File: config.mk
export PLATFORM = sky130hd
export DESIGN_NAME = uart_recv
export DESIGN_NICKNAME = d
export VERILOG_FILES = /design/src/rtl/uart_pkg.sv /design/src/rtl/uart_rx_sync.sv /design/src/rtl/uart_recv.sv
export SDC_FILE = /design/constraint.sdc
export NUM_CORES = 1
export LEC_CHECK = 0
export CAP_MARGIN = 20
export CORE_MARGIN = 3
export CORE_UTILIZATION = 61
export DETAILED_ROUTE_END_ITERATION = 6
export DONT_BUFFER_PORTS = 1
export HOLD_SLACK_MARGIN = 0.15
export PLACE_DENSITY = 0.77
export SLEW_MARGIN = 5
export SYNTH_ARGS = -nofsm -noshare
export SYNTH_HDL_FRONTEND = slang
export SYNTH_HIERARCHICAL = 1
export SYNTH_SLANG_ARGS = --single-unit
File: constraint.sdc
create_clock -name clk_sample -period 2.2 [get_ports clk_sample]
set_input_delay 0.44 -clock clk_sample [delete_from_list [all_inputs] [get_ports clk_sample]]
set_output_delay 0.44 -clock clk_sample [all_outputs]
set_load 0.1 [all_outputs]
File: src/rtl/uart_pkg.sv
// uart_pkg: shared UART receiver/sender state encoding and default link parameters.
package uart_pkg;
  localparam int UART_OVERSAMPLE = 16;
  localparam int UART_DATA_BITS = 8;
  typedef enum logic [2:0] {IDLE, START, DATA, PARITY, STOP, WAIT_HIGH} uart_state_e;
  function automatic logic maj3(input logic a, input logic b, input logic c);
    return (a & b) | (a & c) | (b & c);
  endfunction
endpackage

File: src/rtl/uart_rx_sync.sv
// uart_rx_sync: 2-flop rxd synchronizer plus 3-sample majority vote, all resetting to idle-high.
module uart_rx_sync
  import uart_pkg::*;
(
  input  logic clk_sample,
  input  logic rst,
  input  logic rxd,
  output logic rxd_s,
  output logic vote
);
  logic [1:0] sync_q, sync_d, hist_q, hist_d;
  always_comb begin
    sync_d = {sync_q[0], rxd};
    hist_d = {hist_q[0], sync_q[1]};
  end
  always_ff @(posedge clk_sample or posedge rst) begin
    if (rst) begin
      sync_q <= 2'b11;
      hist_q <= 2'b11;
    end else begin
      sync_q <= sync_d;
      hist_q <= hist_d;
    end
  end
  assign rxd_s = sync_q[1];
  // vote covers the current rxd_s and the two cycles before it
  assign vote = maj3(sync_q[1], hist_q[0], hist_q[1]);
endmodule

File: src/rtl/uart_recv.sv
// uart_recv: oversampled 8N1 UART receiver with framing check; 8E1 with parity check
// when UART_RECV_PARITY_EN is defined.
module uart_recv
  import uart_pkg::*;
#(
  parameter int OVERSAMPLE = UART_OVERSAMPLE,
  parameter int DATA_BITS = UART_DATA_BITS
) (
  input  logic                 clk_sample,
  input  logic                 rst,
  input  logic                 rxd,
  output logic [DATA_BITS-1:0] dout,
  output logic                 recv_over,
  output logic                 frame_err,
  output logic                 parity_err
);
  localparam int TW = $clog2(OVERSAMPLE);
  localparam int BW = DATA_BITS > 1 ? $clog2(DATA_BITS) : 1;
  localparam logic [TW-1:0] T_LAST = TW'(OVERSAMPLE - 1);
  localparam logic [TW-1:0] T_VOTE = TW'(OVERSAMPLE / 2 + 1);
  localparam logic [BW-1:0] B_LAST = BW'(DATA_BITS - 1);
`ifdef UART_RECV_PARITY_EN
  localparam uart_state_e AFTER_DATA = PARITY;
`else
  localparam uart_state_e AFTER_DATA = STOP;
`endif
  logic rxd_s, vote, at_vote, bit_end;
  uart_state_e state_q, state_d;
  logic [TW-1:0] tick_q, tick_d;
  logic [BW-1:0] bidx_q, bidx_d;
  logic [DATA_BITS-1:0] shift_q, shift_d, dout_q, dout_d;
  logic recv_over_q, recv_over_d, frame_err_q, frame_err_d;
  uart_rx_sync u_sync (
    .clk_sample(clk_sample),
    .rst       (rst),
    .rxd       (rxd),
    .rxd_s     (rxd_s),
    .vote      (vote)
  );
  assign at_vote = tick_q == T_VOTE;
  assign bit_end = tick_q == T_LAST;
  always_comb begin
    state_d = state_q;
    tick_d = bit_end ? '0 : tick_q + 1'b1;
    bidx_d = bidx_q;
    shift_d = shift_q;
    dout_d = dout_q;
    recv_over_d = 1'b0;
    frame_err_d = frame_err_q;
    case (state_q)
      IDLE: begin
        // the detecting cycle is tick 0 of the start bit
        tick_d = rxd_s ? '0 : TW'(1);
        state_d = rxd_s ? IDLE : START;
      end
      START: state_d = (at_vote && vote) ? IDLE : bit_end ? DATA : START;
      DATA: begin
        if (at_vote) shift_d[bidx_q] = vote;
        if (bit_end) begin
          bidx_d = bidx_q == B_LAST ? '0 : bidx_q + 1'b1;
          state_d = bidx_q == B_LAST ? AFTER_DATA : DATA;
        end
      end
`ifdef UART_RECV_PARITY_EN
      PARITY: state_d = bit_end ? STOP : PARITY;
`endif
      STOP: if (at_vote) begin
        dout_d = shift_q;
        frame_err_d = ~vote;
        recv_over_d = 1'b1;
        // leave early on a good stop bit so a slightly fast sender is tolerated
        state_d = vote ? IDLE : WAIT_HIGH;
      end
      WAIT_HIGH: begin
        tick_d = '0;
        state_d = rxd_s ? IDLE : WAIT_HIGH;
      end
      default: state_d = IDLE;
    endcase
  end
  always_ff @(posedge clk_sample or posedge rst) begin
    if (rst) begin
      state_q <= IDLE;
      tick_q <= '0;
      bidx_q <= '0;
      shift_q <= '0;
      dout_q <= '0;
      recv_over_q <= 1'b0;
      frame_err_q <= 1'b0;
    end else begin
      state_q <= state_d;
      tick_q <= tick_d;
      bidx_q <= bidx_d;
      shift_q <= shift_d;
      dout_q <= dout_d;
      recv_over_q <= recv_over_d;
      frame_err_q <= frame_err_d;
    end
  end
  assign dout = dout_q;
  assign recv_over = recv_over_q;
  assign frame_err = frame_err_q;
`ifdef UART_RECV_PARITY_EN
  logic par_q, par_d, parity_err_q, parity_err_d;
  always_comb begin
    par_d = (state_q == PARITY && at_vote) ? vote ^ (^shift_q) : par_q;
    parity_err_d = (state_q == STOP && at_vote) ? par_q : parity_err_q;
  end
  always_ff @(posedge clk_sample or posedge rst) begin
    if (rst) begin
      par_q <= 1'b0;
      parity_err_q <= 1'b0;
    end else begin
      par_q <= par_d;
      parity_err_q <= parity_err_d;
    end
  end
  assign parity_err = parity_err_q;
`else
  assign parity_err = 1'b0;
`endif
endmodule

Figure 1. PDN straps and rails (run 1).
Pins as bars on the die edge.
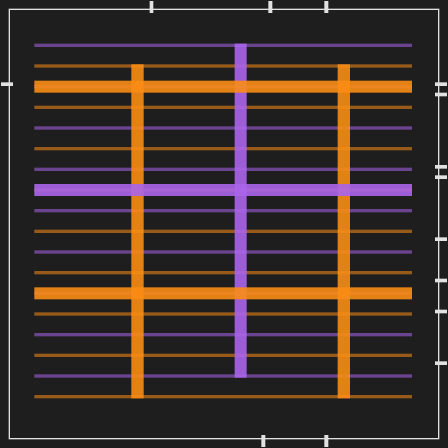
VSS: shown in orange. VDD: shown in purple.
14 signal pins sit on the boundary. The core has 17 rows.
Die H: 56.3 um
VDD IR max: 0.000621 V
core footprint: 0.00230 mm^2

Figure 2. Selected gate families (run 1).
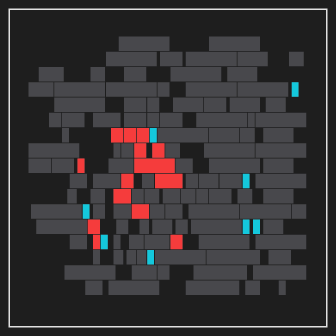
nand cells: shown in red, cells 14, where middle. inv cells: shown in cyan, cells 8, most used inv_1.
Commonest Layout Cell: dfrtp_1
Non-Filler Instances: 156

Figure 3. Clock wiring as the flow saved it (run 1).
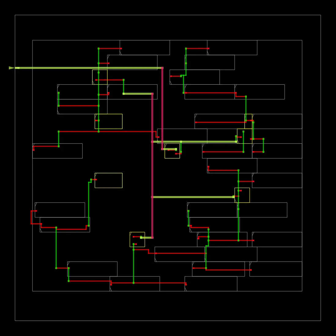
Clock Buffer Count: 8
clk pwr: 0.000378 W
seq_cells: 32
clock skew: 0.00760 ns
clk sink count: 32

==> flow_summary.ini, run 1 <==
; implementation run metrics
[worst_setup_path]
cp-end-kind = flop
path_cells = ha_1, nand3b_4, or3_1, mux2_4
crit_family = simple AND/OR/NAND/NOR gates
path_class = reg2reg
critPathRequiredTime_ns = 2.42
critPathLaunchType = flop
arrival_ns = 2.15
crit_fanout = 10
rrSetupSlack_ns = 0.27

[placed_design]
port_buffers = 0
dpl.hpwl_um = 1840
pre_cts_ws_ns = 0.300
gp_congestion = 0.748

[yosys]
synthCells = 122
ys_seq_share_pct = 52.1
synthArstFlopShare_pct = 100
edf_count = 0
ys.warnings.count = 6
ys.flop_type = dfrtp_1
fp_nets = 129

[worst_hold_path]
holdPathEnd = u_sync/sync_q[1]
hp-start = u_sync/sync_q[0]

[grt]
gr-total-overflow = 0
grt_use_met2_pct = 29.0
grt_pass1_vias = 961
grt_util_all_layers_pct = 19.3
grt_max_degree = 29
top_usage_layer = met2
grtUsageMet3_pct = 5.98

[pwr]
p_total_w = 0.00133
p_leak_nw = 0.809

[floorplan]
dieWidth_um = 56.3

[cts]
clkTransAtPathRegs_ns = 0.10
htreeDepth = 2
cts_setup_buffers = 0
insertion_delay_ns = 0.33
ctsHoldBuffers = 2
cts-root-buf = clkbuf_4

[detailed_routing]
via_count = 945
firstDrtPassIters = 4
wl_met1_um = 1240
wirelength_um = 2650

[flow_run]
tool_warnings = 27
maxCapViolations = 0

[finish]
postLayoutCoreUtil_pct = 71.6
nets = 134

[outcome]
outcome = finished, final reports clean
[run 1: power breakdown]
part           switching, W  total (W)  internal, W
Clock              0.000190   0.000378     0.000188
Combinational      0.000121   0.000224     0.000103
Sequential        0.0000920   0.000731     0.000639
Total              0.000403    0.00133     0.000929
[run 1: layout make-up]
type | count | area [um^2]
multi-input cells | 75 | 663
inverters | 8 | 30.0
clock buffers | 8 | 68.8
flip-flops and latches | 32 | 806
repair buffers | 5 | 42.5
fillers | 152 | 652
well taps | 28 | 35.0
[run 1: Yosys cell counts (2+ instances only)]
cell type	instances
nor4_1	5
nand4_1	4
mux2_4	8
nand2b_1	4
clkbuf_1	3
dfstp_2	4
nand4b_1	2
or3_1	2
mux2_2	10
inv_1	8
nor2_1	4
a21oi_1	3
ha_1	4
dfrtp_1	28
buf_6	2
nand2_1	2
nor2b_1	4
[run 1: logic make-up (layout without fill, tap and decap cells)]
logic type | count (synthesis) | in the layout | synth area share, %
compound gates | 13 | 13 | 5.99
xor+xnor | 1 | 1 | 0.567
fa+ha+maj | 5 | 5 | 3.97
buf+inv | 15 | 21 | 4.94
flops | 32 | 32 | 52.1
mux | 20 | 20 | 16.4
other cells | 1 | 1 | 0.243
simple gates | 35 | 35 | 15.7
[run 1: how the worst max path moves through the flow]
stage | from | endpoint | slack, ns | cells past startpoint
3_5_place_dp | tick_q[1] | dout[6] | 0.30 | 5
4_1_cts | tick_q[1] | dout[0] | 0.26 | 5
5_1_grt | tick_q[1] | dout[4] | 0.16 | 5
2_1_floorplan | tick_q[1] | dout[0] | 0.54 | 6
6_report | tick_q[0] | dout[6] | 0.27 | 4
3_3_place_gp | tick_q[1] | dout[5] | 0.35 | 5
Figure 4. Sequential cells grouped by signal name (run 1).
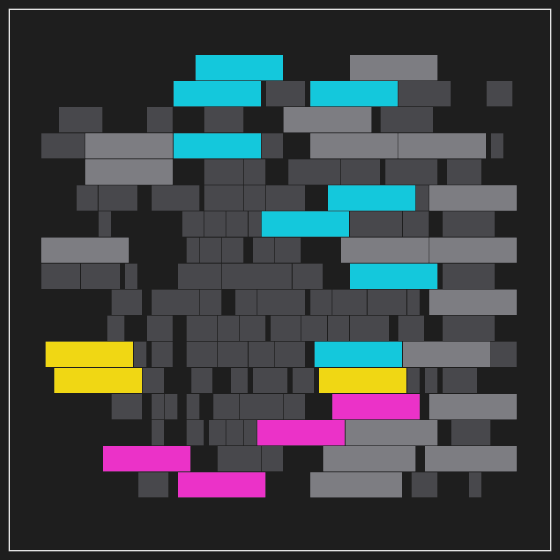

==> run 2, diff against run 1 <==
--- a/config.mk
+++ b/config.mk
@@ -7,11 +7,11 @@
 export LEC_CHECK = 0
 export CAP_MARGIN = 20
 export CORE_MARGIN = 3
-export CORE_UTILIZATION = 61
+export CORE_UTILIZATION = 65
 export DETAILED_ROUTE_END_ITERATION = 6
 export DONT_BUFFER_PORTS = 1
 export HOLD_SLACK_MARGIN = 0.15
-export PLACE_DENSITY = 0.77
+export PLACE_DENSITY = 0.81
 export SLEW_MARGIN = 5
 export SYNTH_ARGS = -nofsm -noshare
 export SYNTH_HDL_FRONTEND = slang
==> constraint.sdc (replaced) <==
create_clock -name clk_sample -period 2.3 [get_ports clk_sample]
set_input_delay 0.46 -clock clk_sample [delete_from_list [all_inputs] [get_ports clk_sample]]
set_output_delay 0.46 -clock clk_sample [all_outputs]
set_load 0.1 [all_outputs]
Figure 5. Sequential cells grouped by signal name (run 2).
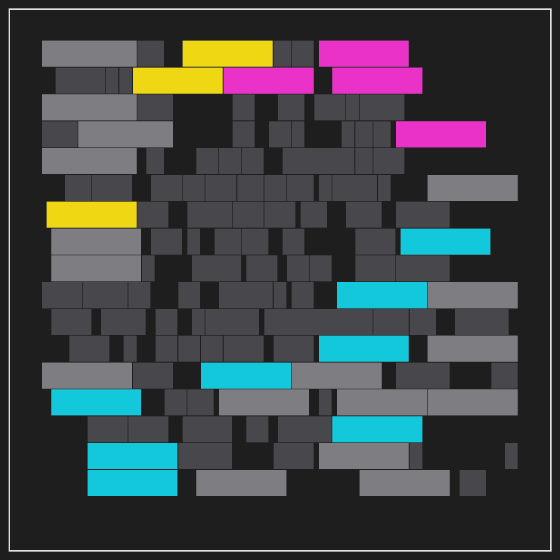
`state_q`: shown in yellow, sequential cells 3. `tick_q`: shown in magenta, sequential cells 4. `shift_q`: shown in cyan, sequential cells 8.
Another 17 sequential cells are not colored.

==> run 2 against run 1 <==
Against the previous run: first-iteration DRC count down 12%; wire length is 4.0% lower; register-to-register slack better by 0.09 ns; synthesized area is the same; via count shrank 2.0%; final area grew 1.6%; sequential power fell by 5.2%.
==> flow_summary.ini, run 2 <==
; implementation run metrics
[grt]
grt_use_met2_pct = 30.5
grt_max_degree = 29
grt_util_all_layers_pct = 20.3
grtUsageMet3_pct = 7.63
top_usage_layer = met2

[worst_setup_path]
crit_fanout = 10
arrival_ns = 2.16
path_class = reg2reg
cp-end-kind = flop
crit_family = simple AND/OR/NAND/NOR gates
critPathRequiredTime_ns = 2.52

[finish]
comb_cells = 75
nets = 134
regArea_um2 = 806
sh_seq_area_pct = 48.2
final_layout_top_logic_cell = dfrtp_1
n_fill_cell = 148
buffers = 5
clock_buffers = 7
comb_area_um2 = 663
ff_count = 32
dominant_cells = registers

[cts]
insertion_delay_ns = 0.34
htreeDepth = 2
cts_sinks = 32
cts-root-buf = clkbuf_4
clkTransAtPathRegs_ns = 0.10

[floorplan]
die_h_um = 54.8
core_area_mm2 = 0.00223
dieWidth_um = 54.8
nWellTaps = 28

[outcome]
outcome = finished, final reports clean

[detailed_routing]
firstDrtPassIters = 4
via_count = 926

[pwr]
ir_drop_v = 0.000701

[flow_run]
tool_warnings = 27
maxCapViolations = 0

[yosys]
ys.flop_type = dfrtp_1
## run 2: kinds of logic after synthesis
| logic type | share of synthesized area, % |
|---|---|
| compound gates | 5.99 |
| buf+inv | 4.94 |
| xor+xnor | 0.567 |
| flops | 52.1 |
| mux | 16.4 |
| other cells | 0.243 |
| simple gates | 15.7 |
| fa+ha+maj | 3.97 |
## run 2: final timing paths
path                                  start                to  slack, ns  cells past startpoint
max                               tick_q[1]           dout[3]       0.36                      5
min                        u_sync/sync_q[0]  u_sync/sync_q[1]       0.36                      0
max reg2reg                       tick_q[1]           dout[3]       0.36                      5
min reg2reg                u_sync/sync_q[0]  u_sync/sync_q[1]       0.36                      0
max in group asynchronous               rst         bidx_q[1]       1.40                      3
min in group asynchronous               rst        state_q[0]       0.64                      3
## run 2: worst register-to-register path, stage by stage, from the launching register on
cell	delay [ns]
dfrtp_1	0.42
inv_1	0.07
ha_1	0.20
nand3b_4	0.12
or3_1	0.62
mux2_4	0.39
## run 2: stage by stage
step	cells	utilization (%)	total power [W]	worst slack, ns	hold slack (ns)
global route	156	74.8	0.00145	0.314	0.364
finish	156	74.8	0.00138	0.364	0.361
floorplan	122	-	0.000880	0.642	0.345
detailed placement	146	69.7	0.000907	0.385	0.347
global placement	146	69.7	0.000895	0.450	0.349
CTS	156	74.8	0.00139	0.372	0.363
## run 2: report_power, final
group          switching, W  internal [W]
logic              0.000115     0.0000970
registers         0.0000825      0.000611
clock network      0.000186      0.000288
## run 2: what timing repair did
item | 4_1_cts | 5_1_grt
hold buffers | 2 | 0
hold endpoints to repair | 33 | 0
setup buffers | 0 | 0
## run 2: metal layers
layer / vias up / wire (um)
met2: 23 / 1220
met1: 450 / 1180
met5: - / 0
met4: 0 / 36
met3: 6 / 104
li1: 447 / -
Figure 6. PDN straps and rails (run 2).
Pins as bars on the die edge.
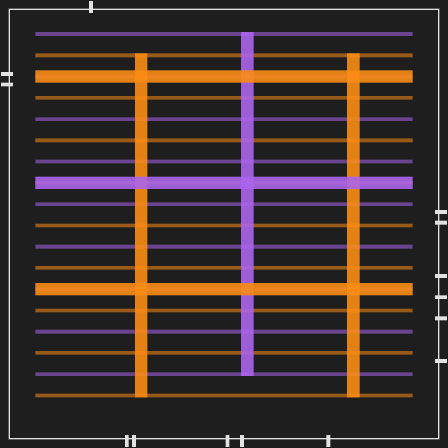

==> run 3, diff against run 2 <==
--- a/config.mk
+++ b/config.mk
@@ -7,11 +7,11 @@
 export LEC_CHECK = 0
 export CAP_MARGIN = 20
 export CORE_MARGIN = 3
-export CORE_UTILIZATION = 65
+export CORE_UTILIZATION = 55
 export DETAILED_ROUTE_END_ITERATION = 6
 export DONT_BUFFER_PORTS = 1
 export HOLD_SLACK_MARGIN = 0.15
-export PLACE_DENSITY = 0.81
+export PLACE_DENSITY = 0.73
 export SLEW_MARGIN = 5
 export SYNTH_ARGS = -nofsm -noshare
 export SYNTH_HDL_FRONTEND = slang
==> constraint.sdc (replaced) <==
create_clock -name clk_sample -period 1.55 [get_ports clk_sample]
set_input_delay 0.31 -clock clk_sample [delete_from_list [all_inputs] [get_ports clk_sample]]
set_output_delay 0.31 -clock clk_sample [all_outputs]
set_load 0.1 [all_outputs]
Figure 7. PDN straps and rails (run 3).
Pins as bars on the die edge.
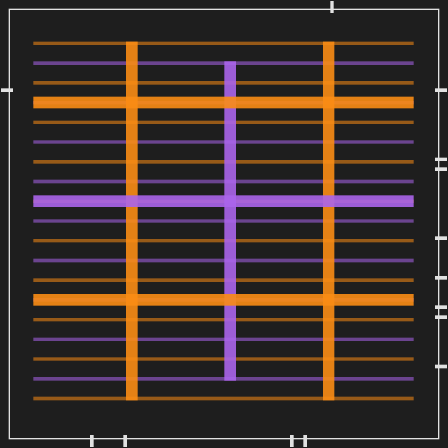
VDD: shown in purple. VSS: shown in orange.
3 straps on met5. The core has 18 rows. 19 met1 rails follow the rows. 3 straps on met4. 14 signal pins sit on the boundary.

==> run 3 against run 2 <==
Against the previous run: the flow now finishes with violations (negative setup slack); total power grew 60%; register-to-register slack got worse by 0.44 ns; combinational power increased to 2.9 times the previous value; critical path type unchanged; critical endpoint is now dout[6]; highest routed layer unchanged.
==> flow_summary.ini, run 3 <==
; implementation run metrics
[outcome]
outcome = finished, violations left
violations = negative setup slack

[pwr]
p_total_w = 0.00221
p_leak_nw = 0.976
ir_drop_v = 0.00124

[finish]
fin_cells = 181
regArea_um2 = 806
nets = 157
postLayoutCoreUtil_pct = 77.4
final_layout_top_logic_cell = dfrtp_1

[yosys]
synthCells = 122
common_cells = 28 x dfrtp_1, 10 x mux2_2, 8 x inv_1, 8 x mux2_4, 5 x nor4_1
synth-xor-area-share_pct = 0.567
fp_nets = 129
ys.flop_type = dfrtp_1
ys_seq_share_pct = 52.1
synthArstFlopShare_pct = 100
most_common_cell = dfrtp_1
edf_count = 0
compound_area_share_pct = 5.99
synthTopLogicFamily = multiplexers
ys.warnings.count = 6
ys_sh_mux_pct = 16.4

[grt]
gr-total-overflow = 0
grt_max_degree = 29
grt_pass1_vias = 1117
grt_util_all_layers_pct = 20.7

[cts]
clkTransAtPathRegs_ns = 0.10
cts-root-buf = clkbuf_4
cts_sinks = 32
htreeDepth = 2

[flow_run]
maxCapViolations = 0
tool_warnings = 30

[detailed_routing]
firstDrtPassIters = 4

[placed_design]
dpl.hpwl_um = 2060
placed_cells = 168
port_buffers = 0

[floorplan]
core_area_mm2 = 0.00257
dieWidth_um = 59.0
die_h_um = 59.0

[sta]
holdWs_ns = 0.361
setup_viol_count_final = 13
clock_skew_ns = 0.0165
layout_setup_ws_ns = -0.0792

[worst_setup_path]
cp-end-kind = flop
path_class = reg2reg
crit_fanout = 6
arrival_ns = 1.86
critPathRequiredTime_ns = 1.78
run 3: cell types whose count changed in the layout (fill, tap and decap cells not counted), sizes merged:
cell / delta
buf: +23
clkbuf: -2
clkinv: +1
clkinvlp: +1
run 3: cell type report:
class	instances	share of cell area (%)
clock inverter	3	2.14
clock buffer	5	1.89
timing repair buffer	28	14.5
tap	30	1.89
sequential	32	40.6
multi-input combinational	75	37.5
inverter	8	1.51
run 3: final timing paths:
| check | startpoint | to | slack [ns] | cells after the start |
|---|---|---|---|---|
| worst max register to register | tick_q[1] | dout[6] | -0.08 | 6 |
| max in group asynchronous | rst | state_q[0] | 0.76 | 3 |
| min in group asynchronous | rst | shift_q[0] | 0.52 | 3 |
| worst max-delay path | tick_q[1] | dout[6] | -0.08 | 6 |
| worst min register to register | u_sync/sync_q[0] | u_sync/sync_q[1] | 0.36 | 0 |
| worst min-delay path | u_sync/sync_q[0] | u_sync/sync_q[1] | 0.36 | 0 |
run 3: per-layer routing:
layer / part of all wire (%) / GRT usage [%]
met1: 42 / 23.2
met2: 52 / 36.0
met3: 3.4 / 5.88
met4: 2.9 / 10.0
met5: 0 / 0
run 3: power breakdown:
group	switching, W	total (W)	leakage (nW)	internal, W
logic	0.000308	0.000612	0.511	0.000305
clock network	0.000293	0.000629	0.0412	0.000336
registers	0.0000590	0.000967	0.424	0.000908
total	0.000659	0.00221	0.976	0.00155
run 3: repair_timing:
action / 4_1_cts / 5_1_grt
buffers inserted: 2 / 0
hold endpoints to repair: 33 / 0
endpoints found under the setup margin: 16 / 23
gates cloned: 1 / 0
pin swaps: 3 / 3
resized: 14 / 6
hold buffers: 2 / 0
run 3: critical path, cell delays in order (launching register included):
cell	delay, ns
dfrtp_1	0.40
inv_2	0.07
ha_4	0.14
nand3b_4	0.11
or3_4	0.37
buf_6	0.15
mux2_4	0.29
Power figures rest on the tool's default switching activity, not on a simulated workload.
